Fig. 1: cell placement
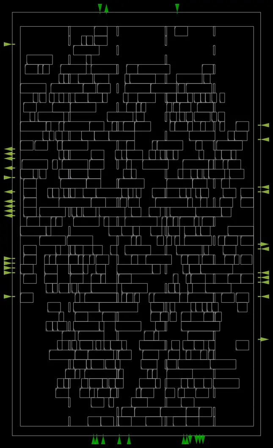
Fig. 2: M3 wires
Bar = 20 um.
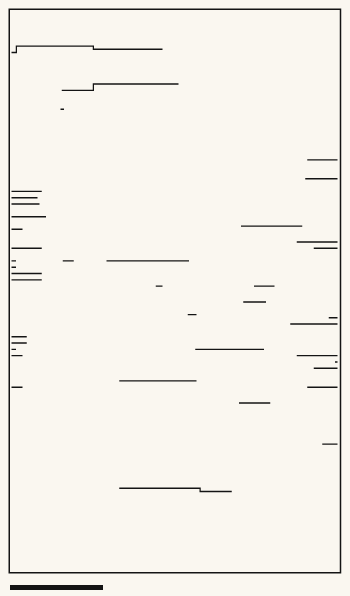
Fig. 3: placement density heat map
The die is cut into 7 by 12 equal tiles; white is low, dark blue is high, 0 to 100% covered.
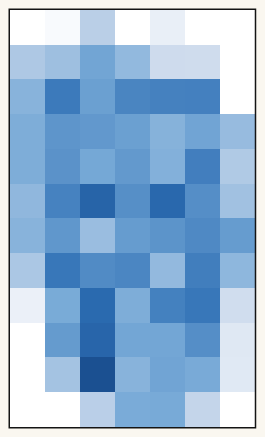
--- src/rtl/spi_pkg.sv ---
// Shared types and helpers for the parametrised SPI master.
package spi_pkg;

    typedef enum logic [1:0] {
        ST_IDLE  = 2'd0,
        ST_SETUP = 2'd1,
        ST_XFER  = 2'd2,
        ST_HOLD  = 2'd3
    } spi_state_e;

    // SPI modes encoded as {cpol, cpha}
    localparam logic [1:0] MODE0 = 2'b00;
    localparam logic [1:0] MODE1 = 2'b01;
    localparam logic [1:0] MODE2 = 2'b10;
    localparam logic [1:0] MODE3 = 2'b11;

    function automatic int edge_cnt_w(input int data_w);
        return $clog2(2 * data_w) + 1;
    endfunction

    function automatic int ss_idx_w(input int num_ss);
        return (num_ss > 1) ? $clog2(num_ss) : 1;
    endfunction

endpackage

--- src/rtl/spi_sclk_gen.sv ---
// SCLK timing: half-period down-counter plus SCLK edge counter.
// lead/trail/done are only asserted on ticks while in the transfer phase.
module spi_sclk_gen
    import spi_pkg::*;
#(
    parameter int DATA_W = 8,
    parameter int DIV_W  = 8
) (
    input  logic                          clk,
    input  logic                          rst,
    input  logic                          load_i,
    input  logic [DIV_W-1:0]              div_i,
    input  logic                          run_i,
    input  logic                          xfer_i,
    output logic                          tick_o,
    output logic [edge_cnt_w(DATA_W)-1:0] edge_idx_o,
    output logic                          lead_o,
    output logic                          trail_o,
    output logic                          done_o
);

    localparam int EW = edge_cnt_w(DATA_W);

    logic [DIV_W-1:0] div_q, div_d;
    logic [DIV_W-1:0] cnt_q, cnt_d;
    logic [EW-1:0]    edge_q, edge_d;
    logic             edge_tick;

    assign tick_o     = run_i && (cnt_q == '0);
    assign edge_tick  = tick_o && xfer_i;
    // edge_q counts edges already produced, so the edge being made now is edge_q+1
    assign lead_o     = edge_tick && !edge_q[0];
    assign trail_o    = edge_tick && edge_q[0];
    assign done_o     = edge_tick && (edge_q == EW'(2 * DATA_W - 1));
    assign edge_idx_o = edge_q;

    always_comb begin
        div_d  = div_q;
        cnt_d  = cnt_q;
        edge_d = edge_q;
        if (load_i) begin
            div_d  = div_i;
            cnt_d  = div_i;
            edge_d = '0;
        end else if (run_i) begin
            cnt_d = (cnt_q == '0) ? div_q : cnt_q - DIV_W'(1);
            if (edge_tick) begin
                edge_d = edge_q + EW'(1);
            end
        end
    end

    always_ff @(posedge clk) begin
        if (rst) begin
            div_q  <= '0;
            cnt_q  <= '0;
            edge_q <= '0;
        end else begin
            div_q  <= div_d;
            cnt_q  <= cnt_d;
            edge_q <= edge_d;
        end
    end

endmodule

--- src/rtl/spi_master_param.sv ---
// Parametrised SPI master: all four modes, MSB/LSB-first, one-hot slave selects.
// Word and config are latched on accept; rx_valid pulses once per completed transfer.
module spi_master_param
    import spi_pkg::*;
#(
    parameter int DATA_W = 8,
    parameter int NUM_SS = 4,
    parameter int DIV_W  = 8
) (
    input  logic                        clk,
    input  logic                        rst,
    input  logic                        start,
    input  logic [DATA_W-1:0]           tx_data,
    input  logic [ss_idx_w(NUM_SS)-1:0] ss_sel,
    input  logic                        cpol,
    input  logic                        cpha,
    input  logic                        lsb_first,
    input  logic [DIV_W-1:0]            clk_div,
    input  logic                        miso,
    output logic                        sclk,
    output logic                        mosi,
    output logic [NUM_SS-1:0]           ss_n,
    output logic                        busy,
    output logic [DATA_W-1:0]           rx_data,
    output logic                        rx_valid
);

    localparam int SS_W = ss_idx_w(NUM_SS);
    localparam int EW   = edge_cnt_w(DATA_W);

    spi_state_e        state_q, state_d;
    logic [1:0]        mode_q, mode_d;
    logic              lsb_q, lsb_d;
    logic [DATA_W-1:0] tx_sh_q, tx_sh_d;
    logic [DATA_W-1:0] rx_sh_q, rx_sh_d;
    logic [DATA_W-1:0] rx_data_q, rx_data_d;
    logic              sclk_q, sclk_d;
    logic              mosi_q, mosi_d;
    logic [NUM_SS-1:0] ss_n_q, ss_n_d;
    logic              busy_q, busy_d;
    logic              rx_valid_q, rx_valid_d;
    logic              sample_q, sample_d;

    logic [NUM_SS-1:0] ss_dec_n;
    logic [DATA_W-1:0] rx_in;
    logic              accept;
    logic              tick;
    logic              lead;
    logic              trail;
    logic              done;
    logic [EW-1:0]     edge_idx;
    logic              last_edge;
    logic              samp_lead;
    logic              sample_edge;
    logic              drive_edge;

    function automatic logic head_bit(input logic [DATA_W-1:0] v, input logic lsb);
        return lsb ? v[0] : v[DATA_W-1];
    endfunction

    function automatic logic [DATA_W-1:0] shift_out(input logic [DATA_W-1:0] v, input logic lsb);
        return lsb ? (v >> 1) : (v << 1);
    endfunction

    // Out-of-range indices match no line, so the transfer runs with every select high
    genvar gi;
    generate
        for (gi = 0; gi < NUM_SS; gi++) begin : g_ss_dec
            assign ss_dec_n[gi] = (ss_sel != SS_W'(gi));
        end
    endgenerate

    spi_sclk_gen #(
        .DATA_W (DATA_W),
        .DIV_W  (DIV_W)
    ) u_sclk_gen (
        .clk        (clk),
        .rst        (rst),
        .load_i     (accept),
        .div_i      (clk_div),
        .run_i      (state_q != ST_IDLE),
        .xfer_i     (state_q == ST_XFER),
        .tick_o     (tick),
        .edge_idx_o (edge_idx),
        .lead_o     (lead),
        .trail_o    (trail),
        .done_o     (done)
    );

    assign last_edge   = (edge_idx == EW'(2 * DATA_W - 1));
    assign samp_lead   = (mode_q == MODE0) || (mode_q == MODE2);
    assign sample_edge = samp_lead ? lead : trail;
    // cpha=0 presents bit 0 at select time, so the final trailing edge has nothing left to drive
    assign drive_edge  = samp_lead ? (trail && !last_edge) : lead;

    assign rx_in = lsb_q ? {miso, rx_sh_q[DATA_W-1:1]} : {rx_sh_q[DATA_W-2:0], miso};

    always_comb begin
        state_d    = state_q;
        mode_d     = mode_q;
        lsb_d      = lsb_q;
        tx_sh_d    = tx_sh_q;
        rx_sh_d    = sample_q ? rx_in : rx_sh_q;
        rx_data_d  = rx_data_q;
        sclk_d     = sclk_q;
        mosi_d     = mosi_q;
        ss_n_d     = ss_n_q;
        busy_d     = busy_q;
        rx_valid_d = 1'b0;
        sample_d   = 1'b0;
        accept     = 1'b0;

        case (state_q)
            ST_IDLE: begin
                sclk_d = cpol;
                if (start) begin
                    accept  = 1'b1;
                    mode_d  = {cpol, cpha};
                    lsb_d   = lsb_first;
                    rx_sh_d = '0;
                    ss_n_d  = ss_dec_n;
                    busy_d  = 1'b1;
                    state_d = ST_SETUP;
                    if (!cpha) begin
                        mosi_d  = head_bit(tx_data, lsb_first);
                        tx_sh_d = shift_out(tx_data, lsb_first);
                    end else begin
                        tx_sh_d = tx_data;
                    end
                end
            end
            ST_SETUP: begin
                if (tick) begin
                    state_d = ST_XFER;
                end
            end
            ST_XFER: begin
                if (tick) begin
                    sclk_d   = ~sclk_q;
                    sample_d = sample_edge;
                    if (drive_edge) begin
                        mosi_d  = head_bit(tx_sh_q, lsb_q);
                        tx_sh_d = shift_out(tx_sh_q, lsb_q);
                    end
                    if (done) begin
                        state_d = ST_HOLD;
                    end
                end
            end
            ST_HOLD: begin
                // A capture pending from the final edge is folded into rx_sh_d before publishing
                if (tick) begin
                    state_d    = ST_IDLE;
                    ss_n_d     = '1;
                    busy_d     = 1'b0;
                    rx_valid_d = 1'b1;
                    rx_data_d  = rx_sh_d;
                end
            end
            default: begin
                state_d = ST_IDLE;
            end
        endcase
    end

    always_ff @(posedge clk) begin
        if (rst) begin
            state_q    <= ST_IDLE;
            mode_q     <= MODE0;
            lsb_q      <= 1'b0;
            tx_sh_q    <= '0;
            rx_sh_q    <= '0;
            rx_data_q  <= '0;
            sclk_q     <= 1'b0;
            mosi_q     <= 1'b0;
            ss_n_q     <= '1;
            busy_q     <= 1'b0;
            rx_valid_q <= 1'b0;
            sample_q   <= 1'b0;
        end else begin
            state_q    <= state_d;
            mode_q     <= mode_d;
            lsb_q      <= lsb_d;
            tx_sh_q    <= tx_sh_d;
            rx_sh_q    <= rx_sh_d;
            rx_data_q  <= rx_data_d;
            sclk_q     <= sclk_d;
            mosi_q     <= mosi_d;
            ss_n_q     <= ss_n_d;
            busy_q     <= busy_d;
            rx_valid_q <= rx_valid_d;
            sample_q   <= sample_d;
        end
    end

    assign sclk     = sclk_q;
    assign mosi     = mosi_q;
    assign ss_n     = ss_n_q;
    assign busy     = busy_q;
    assign rx_data  = rx_data_q;
    assign rx_valid = rx_valid_q;

endmodule

--- config.mk ---
export PLATFORM = sky130hd
export DESIGN_NAME = spi_master_param
export DESIGN_NICKNAME = d
export VERILOG_FILES = /design/src/rtl/spi_pkg.sv /design/src/rtl/spi_sclk_gen.sv /design/src/rtl/spi_master_param.sv
export SDC_FILE = /design/constraint.sdc
export NUM_CORES = 1
export LEC_CHECK = 0
export CAP_MARGIN = 20
export CORE_AREA = 2 2 69 119
export DETAILED_ROUTE_END_ITERATION = 6
export DIE_AREA = 0 0 71 121
export PLACE_DENSITY = 0.59
export SLEW_MARGIN = 20
export SYNTH_ARGS = -nofsm -noshare
export SYNTH_HDL_FRONTEND = slang
export SYNTH_SLANG_ARGS = --single-unit
--- constraint.sdc ---
create_clock -name clk -period 4.4 [get_ports clk]
set_input_delay 0.88 -clock clk [delete_from_list [all_inputs] [get_ports clk]]
set_output_delay 0.88 -clock clk [all_outputs]
set_load 0.02 [all_outputs]
==> CHANGELOG.md <==
## Flow update

- TritonCTS Buffers: 9
- Tap Count: 88
- RSZ-0062 raised after global routing: false
- Most frequent cells after synthesis: 58 x dfxtp_1, 53 x nand2_1, 53 x nor2_1
- Setup crit start: state_q[0]
- Most frequent cells in the layout: 58 x dfxtp_1, 53 x nand2_1, 53 x nor2_1
- DRT Pass-1 Iters: 4
- Internal power: 1550 uW
- Syn nets: 399
- Worst Hold Class: reg2reg
- Chip area: 8590 um2
- H-tree levels: 3
- Leak: 0.00146 uW
- DIE HEIGHT: 121 um
- Synth Area in Adders: 3.70%
- Most numerous logic cell after layout: dfxtp_1
- Reg2reg setup slack: 1.82 ns
- Filler Cells Inserted: 754
- Clk latency late pin: 0.33 ns
- Post-synth top flop: dfxtp_1
- Met3 Wirelength: 284 um
- Worst slew pin tran: 1.07 ns
- CTS tree: yes
- First-pass GRT wire length: 12100 um
- Synthesized area: 3040 um2
- Clk sinks: 58
- Synth Area in Simple Gates: 21.3%
- Non-clock inverter count: 8
- Leading power group: combinational logic
- Comb area share: 46.0%
- Antenna viol nets, final: 0
- Post-Route Setup TNS: 0 ns
- Seq. pwr: 725 uW
- NonClk Buf Share: 11.1%
- Total track usage: 18.0%
- # Cells Yosys: 365
- Synth Area in XOR/XNOR: 2.30%
- Mux cell area share: 15.3%
- Num ports: 41
- Cell family with most CP delay: adder cells
- Slowest CP cell: ha_1
- Peak VDD IR: 0.293 mV
- M1 WL: 2940 um
- Antenna fix cells: 0
- Final instance area: 3820 um2
- Register share of total power: 30.2%
- Hold endpoint: u_sclk_gen.div_q[2]
- Combinational share of power: 37.3%
- Clock network power: 781 uW
- Post-synthesis cell count: 365
- Seq cells post-synth: 58
- Comb gates: 274
- Final Hold Viols: 0
- Leading cell kind: combinational gates
- WHS Path Cells: 2
- Wire per inst: 14.3 um
- Fraction of layout cells with a size suffix above 1: 8.52%
- Normalized max-slew margin: 28.8%
- Hold Crit Start: u_sclk_gen.div_q[2]
- Seq/Total Area, Yosys: 38.2%
- Logic area: 1760 um2
- Status: finished, final reports clean
- Area Overhead vs Synth: 25.6%
- CTS max path bufs: 2
- FMAX: 0.388 GHz
- Period minus WS final: 2.58 ns
- Placed insts: 471
- Crit path buf inv count: 1
- Grt ovf: 0
- Number of flops mapped to enable cells by yosys: 0
- Met1 usage: 19.9%
- Post-synth top area cell: dfxtp_1
- Avg Cell Area, Syn: 8.33 um2
- Die width: 71 um
- CP arrival: 2.78 ns
- Clock transition at path regs: 0.05 ns
- Dpl hpwl: 4760 um
- PostCTS Resize Cnt: 0
- Combinational gate power: 895 uW
- Worst R2R Path Depth: 6
- Synth Warn #: 0
- Antenna violations before repair: 0
- Tool Warnings: 31
- Met2 routed WL: 3630 um
-- Fig. 1 (at the start) --
# rows: 42
sequential cell area share: 30.4%
Post-Route Utilization: 50.1%
fin cells: 487
Seq cells: 58

-- Fig. 2 (at the start) --
share of all routed wire: 4.1%
longest straight run: 18.2 um
wire length on this layer: 284 um
main direction: horizontal
nets with wire on the layer: 32
met3 track demand over resource: 5.07%
via count: 2536
Routed Wire Length: 6940 um

-- Fig. 3 (at the start) --
mean over tiles: 43%
tiles over 75% full: 6.0%
fullest tile: 87%
nearly empty tiles: 13%
core area: 7620 um2
FP Core Util: 39.9%

No activity file was given, so power comes from the tool's default toggle rates.
